[src/rtl/memory_bus_arbiter_if.sv]
// Bus bundle between N masters, the arbiter and one memory port.
// Handshake: a transfer happens in a cycle where Valid and Taken are both high; Valid holds with stable payload until then.
interface memory_bus_arbiter_if #(
  parameter int NUM_MASTERS   = 4,
  parameter int DATA_WIDTH    = 24,
  parameter int ADDRESS_WIDTH = 32,
  parameter int ID_WIDTH      = 4
);
  logic [NUM_MASTERS-1:0]                    mMsValid;
  logic [NUM_MASTERS-1:0]                    mMsTaken;
  logic [NUM_MASTERS-1:0][ADDRESS_WIDTH-1:0] mMsAddress;
  logic [NUM_MASTERS-1:0][DATA_WIDTH-1:0]    mMsData;
  logic [NUM_MASTERS-1:0]                    mMsWrite;
  logic [NUM_MASTERS-1:0][ID_WIDTH-1:0]      mMsID;

  logic                     msValid;
  logic                     msTaken;
  logic [ADDRESS_WIDTH-1:0] msAddress;
  logic [DATA_WIDTH-1:0]    msData;
  logic                     msWrite;
  logic [ID_WIDTH-1:0]      msID;

  logic                  smValid;
  logic                  smTaken;
  logic [DATA_WIDTH-1:0] smData;
  logic [ID_WIDTH-1:0]   smID;

  logic                   mSmValid;
  logic [DATA_WIDTH-1:0]  mSmData;
  logic [ID_WIDTH-1:0]    mSmID;
  logic [NUM_MASTERS-1:0] mSmTaken;

  // Arbiter view.
  modport slave (
    input  mMsValid, mMsAddress, mMsData, mMsWrite, mMsID,
    output mMsTaken,
    output msValid, msAddress, msData, msWrite, msID,
    input  msTaken,
    input  smValid, smData, smID,
    output smTaken,
    output mSmValid, mSmData, mSmID,
    input  mSmTaken
  );

  // Environment view (masters plus memory).
  modport master (
    output mMsValid, mMsAddress, mMsData, mMsWrite, mMsID,
    input  mMsTaken,
    input  msValid, msAddress, msData, msWrite, msID,
    output msTaken,
    output smValid, smData, smID,
    input  smTaken,
    input  mSmValid, mSmData, mSmID,
    output mSmTaken
  );
endinterface

[src/rtl/memory_bus_arbiter.sv]
// Round-robin arbiter of N masters onto one memory request slot, plus a
// single-entry response buffer broadcasting memory responses back to all masters.
module memory_bus_arbiter #(
  parameter int NUM_MASTERS   = 4,
  parameter int DATA_WIDTH    = 24,
  parameter int ADDRESS_WIDTH = 32,
  parameter int ID_WIDTH      = 4
) (
  input logic                  clock,
  input logic                  reset,
  memory_bus_arbiter_if.slave  bus
);
  localparam int GW = (NUM_MASTERS > 1) ? $clog2(NUM_MASTERS) : 1;

  logic                     ms_valid_q;
  logic [ADDRESS_WIDTH-1:0] ms_address_q;
  logic [DATA_WIDTH-1:0]    ms_data_q;
  logic                     ms_write_q;
  logic [ID_WIDTH-1:0]      ms_id_q;
  logic [GW-1:0]            last_grant_q;

  logic                  msm_valid_q;
  logic [DATA_WIDTH-1:0] msm_data_q;
  logic [ID_WIDTH-1:0]   msm_id_q;

  logic                   load_en;
  logic                   grant_valid;
  logic [GW-1:0]          grant_idx;
  logic [GW-1:0]          cand;
  logic [NUM_MASTERS-1:0] taken_d;
  logic                   resp_drain;
  logic                   resp_accept;

  assign load_en = !ms_valid_q || bus.msTaken;

  // Search starts one past the last winner so every master gets a turn.
  always_comb begin
    grant_valid = 1'b0;
    grant_idx   = last_grant_q;
    cand        = '0;
    for (int i = 1; i <= NUM_MASTERS; i++) begin
      cand = GW'((int'(last_grant_q) + i) % NUM_MASTERS);
      if (!grant_valid && bus.mMsValid[cand]) begin
        grant_valid = 1'b1;
        grant_idx   = cand;
      end
    end
  end

  always_comb begin
    taken_d = '0;
    if (!reset && load_en && grant_valid) taken_d[grant_idx] = 1'b1;
  end

  assign bus.mMsTaken = taken_d;

  always_ff @(posedge clock or posedge reset) begin
    if (reset) begin
      ms_valid_q   <= 1'b0;
      ms_address_q <= '0;
      ms_data_q    <= '0;
      ms_write_q   <= 1'b0;
      ms_id_q      <= '0;
      last_grant_q <= GW'(NUM_MASTERS - 1);
    end else if (load_en) begin
      if (grant_valid) begin
        ms_valid_q   <= 1'b1;
        ms_address_q <= bus.mMsAddress[grant_idx];
        ms_data_q    <= bus.mMsData[grant_idx];
        ms_write_q   <= bus.mMsWrite[grant_idx];
        ms_id_q      <= bus.mMsID[grant_idx];
        last_grant_q <= grant_idx;
      end else begin
        ms_valid_q <= 1'b0;
      end
    end
  end

  assign bus.msValid   = ms_valid_q;
  assign bus.msAddress = ms_address_q;
  assign bus.msData    = ms_data_q;
  assign bus.msWrite   = ms_write_q;
  assign bus.msID      = ms_id_q;

  // Several mSmTaken bits at once still count as one drain.
  assign resp_drain  = msm_valid_q && (|bus.mSmTaken);
  assign resp_accept = !reset && bus.smValid && (!msm_valid_q || resp_drain);
  assign bus.smTaken = resp_accept;

  always_ff @(posedge clock or posedge reset) begin
    if (reset) begin
      msm_valid_q <= 1'b0;
      msm_data_q  <= '0;
      msm_id_q    <= '0;
    end else if (resp_accept) begin
      msm_valid_q <= 1'b1;
      msm_data_q  <= bus.smData;
      msm_id_q    <= bus.smID;
    end else if (resp_drain) begin
      msm_valid_q <= 1'b0;
    end
  end

  assign bus.mSmValid = msm_valid_q;
  assign bus.mSmData  = msm_data_q;
  assign bus.mSmID    = msm_id_q;
endmodule

[src/flat_wrapper.sv]
// flat-port wrapper written by rule: the top's interface ports become plain ports
module memory_bus_arbiter_flat 
#(
  parameter int NUM_MASTERS   = 4,
  parameter int DATA_WIDTH    = 24,
  parameter int ADDRESS_WIDTH = 32,
  parameter int ID_WIDTH      = 4
)
  (clock, reset, bus_mMsValid, bus_mMsAddress, bus_mMsData, bus_mMsWrite, bus_mMsID, bus_mMsTaken, bus_msValid, bus_msAddress, bus_msData, bus_msWrite, bus_msID, bus_msTaken, bus_smValid, bus_smData, bus_smID, bus_smTaken, bus_mSmValid, bus_mSmData, bus_mSmID, bus_mSmTaken);
  memory_bus_arbiter_if #(.NUM_MASTERS(NUM_MASTERS), .DATA_WIDTH(DATA_WIDTH), .ADDRESS_WIDTH(ADDRESS_WIDTH), .ID_WIDTH(ID_WIDTH)) bus_i ();
  input logic clock;
  input logic reset;
  input wire logic [$bits(bus_i.mMsValid)-1:0] bus_mMsValid;
  input wire logic [$bits(bus_i.mMsAddress)-1:0] bus_mMsAddress;
  input wire logic [$bits(bus_i.mMsData)-1:0] bus_mMsData;
  input wire logic [$bits(bus_i.mMsWrite)-1:0] bus_mMsWrite;
  input wire logic [$bits(bus_i.mMsID)-1:0] bus_mMsID;
  output wire logic [$bits(bus_i.mMsTaken)-1:0] bus_mMsTaken;
  output wire logic [$bits(bus_i.msValid)-1:0] bus_msValid;
  output wire logic [$bits(bus_i.msAddress)-1:0] bus_msAddress;
  output wire logic [$bits(bus_i.msData)-1:0] bus_msData;
  output wire logic [$bits(bus_i.msWrite)-1:0] bus_msWrite;
  output wire logic [$bits(bus_i.msID)-1:0] bus_msID;
  input wire logic [$bits(bus_i.msTaken)-1:0] bus_msTaken;
  input wire logic [$bits(bus_i.smValid)-1:0] bus_smValid;
  input wire logic [$bits(bus_i.smData)-1:0] bus_smData;
  input wire logic [$bits(bus_i.smID)-1:0] bus_smID;
  output wire logic [$bits(bus_i.smTaken)-1:0] bus_smTaken;
  output wire logic [$bits(bus_i.mSmValid)-1:0] bus_mSmValid;
  output wire logic [$bits(bus_i.mSmData)-1:0] bus_mSmData;
  output wire logic [$bits(bus_i.mSmID)-1:0] bus_mSmID;
  input wire logic [$bits(bus_i.mSmTaken)-1:0] bus_mSmTaken;
  assign bus_i.mMsValid = bus_mMsValid;
  assign bus_i.mMsAddress = bus_mMsAddress;
  assign bus_i.mMsData = bus_mMsData;
  assign bus_i.mMsWrite = bus_mMsWrite;
  assign bus_i.mMsID = bus_mMsID;
  assign bus_mMsTaken = bus_i.mMsTaken;
  assign bus_msValid = bus_i.msValid;
  assign bus_msAddress = bus_i.msAddress;
  assign bus_msData = bus_i.msData;
  assign bus_msWrite = bus_i.msWrite;
  assign bus_msID = bus_i.msID;
  assign bus_i.msTaken = bus_msTaken;
  assign bus_i.smValid = bus_smValid;
  assign bus_i.smData = bus_smData;
  assign bus_i.smID = bus_smID;
  assign bus_smTaken = bus_i.smTaken;
  assign bus_mSmValid = bus_i.mSmValid;
  assign bus_mSmData = bus_i.mSmData;
  assign bus_mSmID = bus_i.mSmID;
  assign bus_i.mSmTaken = bus_mSmTaken;
  memory_bus_arbiter #(.NUM_MASTERS(NUM_MASTERS), .DATA_WIDTH(DATA_WIDTH), .ADDRESS_WIDTH(ADDRESS_WIDTH), .ID_WIDTH(ID_WIDTH)) u_core (.clock(clock), .reset(reset), .bus(bus_i));
endmodule
[config.mk]
export PLATFORM = sky130hd
export DESIGN_NAME = memory_bus_arbiter_flat
export DESIGN_NICKNAME = d
export VERILOG_FILES = /design/src/rtl/memory_bus_arbiter_if.sv /design/src/rtl/memory_bus_arbiter.sv /design/src/flat_wrapper.sv
export SDC_FILE = /design/constraint.sdc
export NUM_CORES = 1
export LEC_CHECK = 0
export CORE_AREA = 2 2 149 151
export DETAILED_ROUTE_END_ITERATION = 12
export DIE_AREA = 0 0 151 153
export GPL_TIMING_DRIVEN = 0
export PLACE_DENSITY = 0.63
export SETUP_SLACK_MARGIN = 0.4
export SLEW_MARGIN = 20
export SYNTH_ARGS = -nofsm -noshare
export SYNTH_HDL_FRONTEND = slang
export SYNTH_SLANG_ARGS = --single-unit
export TNS_END_PERCENT = 100
[constraint.sdc]
create_clock -name clock -period 4.6 [get_ports clock]
set_input_delay 0.69 -clock clock [delete_from_list [all_inputs] [get_ports clock]]
set_output_delay 0.69 -clock clock [all_outputs]
set_load 0.01 [all_outputs]
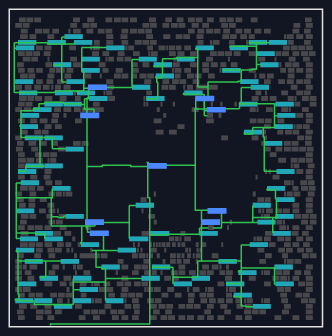
(clock distribution)
[green] clock wires | length: 1550 um
[cyan] flip-flops | count: 93
[blue] clock drivers | count: 9
flops lie: all over the die
routed clock nets: 10

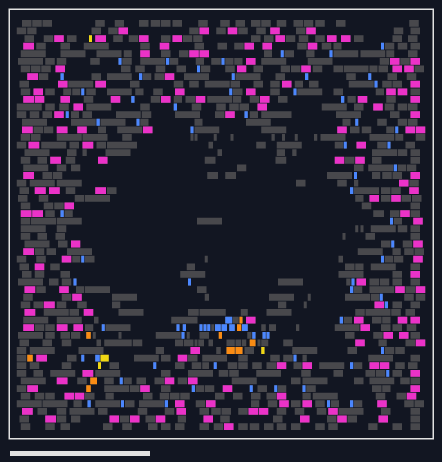
(selected gate families)
The bar under the picture is 50 um long.
| colour | family | cells | most used |
|---|---|---|---|
| yellow | inv cells | 4 | inv_1 |
| magenta | mux cells | 150 | mux2i_1 |
| orange | nor cells | 10 | nor3_1 |
| blue | nand cells | 76 | nand2_1 |
combinational share of cell area: 0.261
Cell Count, Final, Fillers Out: 1118

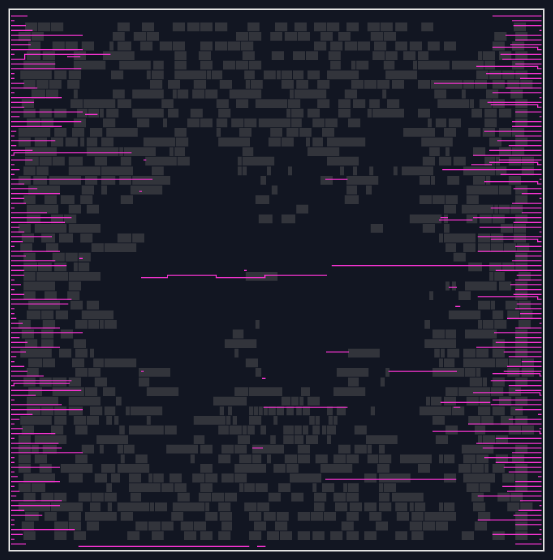
(the metal 3 layer)
longest straight run: 59.1 um
main direction: horizontal
nets with wire on the layer: 233
share of all routed wire: 10%
wire length on this layer: 2300 um

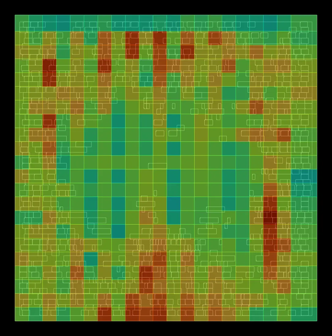
(track usage over the die)
met3 usage in global routing: 0.0558
final standard cell utilization of the core: 0.444

==> run_results.csv <==
group,metric,value,unit
outcome,result_of_the_run,"completed",
final_layout,largest_register_ff_count,32,
final_layout,finish.net_count,1117,
drt,route.detailed.vias_per_inst,4.64,
floorplanning,row_count,54,
clock_network,worst_setup_hold_path_clk_slew,0.07,ns
final_layout,combGateArea,0.00249,mm2
final_layout,non_clock_inverter_count,4,
synthesis,synth-cells-yosys,442,
min_path,worst_hold_path.num_cells,2,
clock_network,number_of_hold_repair_buffers_added_at_the_cts_stage,0,
clock_network,cts_buffers,9,
power_and_ir_drop,power-per-cell-area,398,mW/mm2
synthesis,netlist.top_cell.by_area,"dfrtp_1",
setup_path,r2r_setup_slack,2.04,ns
synthesis,synth.cell_area,0.00503,mm2
global_route,antenna_found_initial,0,
timing,period_needed,4.02,ns
timing,max-slew-margin-rel,0.528,
placed_design,port_bufs,379,
timing,timing_worst_slew_pin_value,0.707,ns
setup_path,critical_path.endpoint_type,"primary output",
setup_path,count_of_cells_along_the_worst_register_to_register_path,7,
floorplanning,top_ports,380,
final_layout,largestClassByArea,"buffers",
final_layout,final_layout_top_logic_cells,"379 x clkdlybuf4s50_1, 122 x mux2i_1, 91 x dfrtp_1",
job,drv_cap,0,
timing,hold_viol_final,0,
floorplanning,die_x_extent,151,um
synthesis,number_of_different_library_cells_in_the_post_synthesis_netlist,26,
floorplanning,tapcell_cnt,280,
clock_network,clk_latency,0.34,ns
synthesis,postSynthCellCount,442,
drt,drc,0,
final_layout,n_multi_input_combinational_cell,307,
timing,final.hold.worst_slack,0.487,ns
final_layout,lay_top_count,"clkdlybuf4s50_1",
setup_path,cp.arrival,3.33,ns
clock_network,clock-root-buffer,"clkbuf_16",
clock_network,clock_path_buffers,2,
timing,grt_setup_unrepaired,"yes",
final_layout,final.signal_buffer_count,418,
setup_path,timing.critical_path.fanout_max,10,
drt,drtPass1Iterations,7,
power_and_ir_drop,fin_total_pwr,3800,uW
placed_design,dp_slack,0.397,ns
global_route,grt-ovfl-total,0,
timing,report.final.slew_viol_count,0,
synthesis,syn_nets,726,
global_route,groute.usage.overall,0.185,
final_layout,fillerInstances,2093,
global_route,grt_start_max_net_pins,49,
power_and_ir_drop,p_leak,0.00404,uW
synthesis,synthesis.area_per_instance,11.4,um2
per-layer routing:
metal	wire, um	GRT usage	up-vias
li1	-	-	2442
met1	8770	0.218	2468
met2	10800	0.324	257
met3	2300	0.0558	17
met4	345	0.0494	0
met5	0	0	-
per-stage QoR:
step / area (um2) / setup TNS [ns] / std cells
after global placement: 9180 / -86.19 / 1101
after detailed placement: 9210 / 0 / 1102
after global routing: 9540 / 0 / 1118
final: 9540 / 0 / 1118
after CTS: 9530 / 0 / 1118
after floorplan: 5030 / 0 / 442
power breakdown:
group	switching, uW	total, uW	internal, uW
clock	349	832	483
sequential	127	1180	1050
combinational	796	1790	994
total	1270	3800	2530
logic make-up after synthesis:
kind of cell,after synthesis,synth area share
DFF,93,0.463
muxes,150,0.305
buffers and inverters,42,0.0430
and+or+nand+nor,88,0.0733
AOI/OAI and AO/OA,69,0.116
synth_stat cells:
library cell / count
buf_6: 6
nand2b_1: 3
mux2i_1: 122
mux2_2: 28
inv_1: 4
o31a_1: 1
a31oi_1: 1
o211ai_1: 1
or3_1: 1
nand3b_1: 1
nor4b_1: 1
nor3b_1: 2
a21o_1: 2
a21oi_1: 2
clkbuf_1: 21
nor4_1: 2
nor3_1: 3
nor2_1: 2
and3_1: 1
dfrtp_1: 91
buf_2: 11
nand3_1: 1
o221ai_1: 60
o21ai_0: 2
dfstp_2: 2
nand2_1: 71
worst max-delay path, stage by stage:
cell and delay [ns]:
clkdlybuf4s50_1 0.46, nor4_1 0.49, a21oi_1 0.16, nand2b_1 0.11
clkbuf_1 0.44, clkbuf_2 0.38, nor3_1 0.08, clkdlybuf4s50_1 0.51
No activity file was given, so power comes from the tool's default toggle rates.
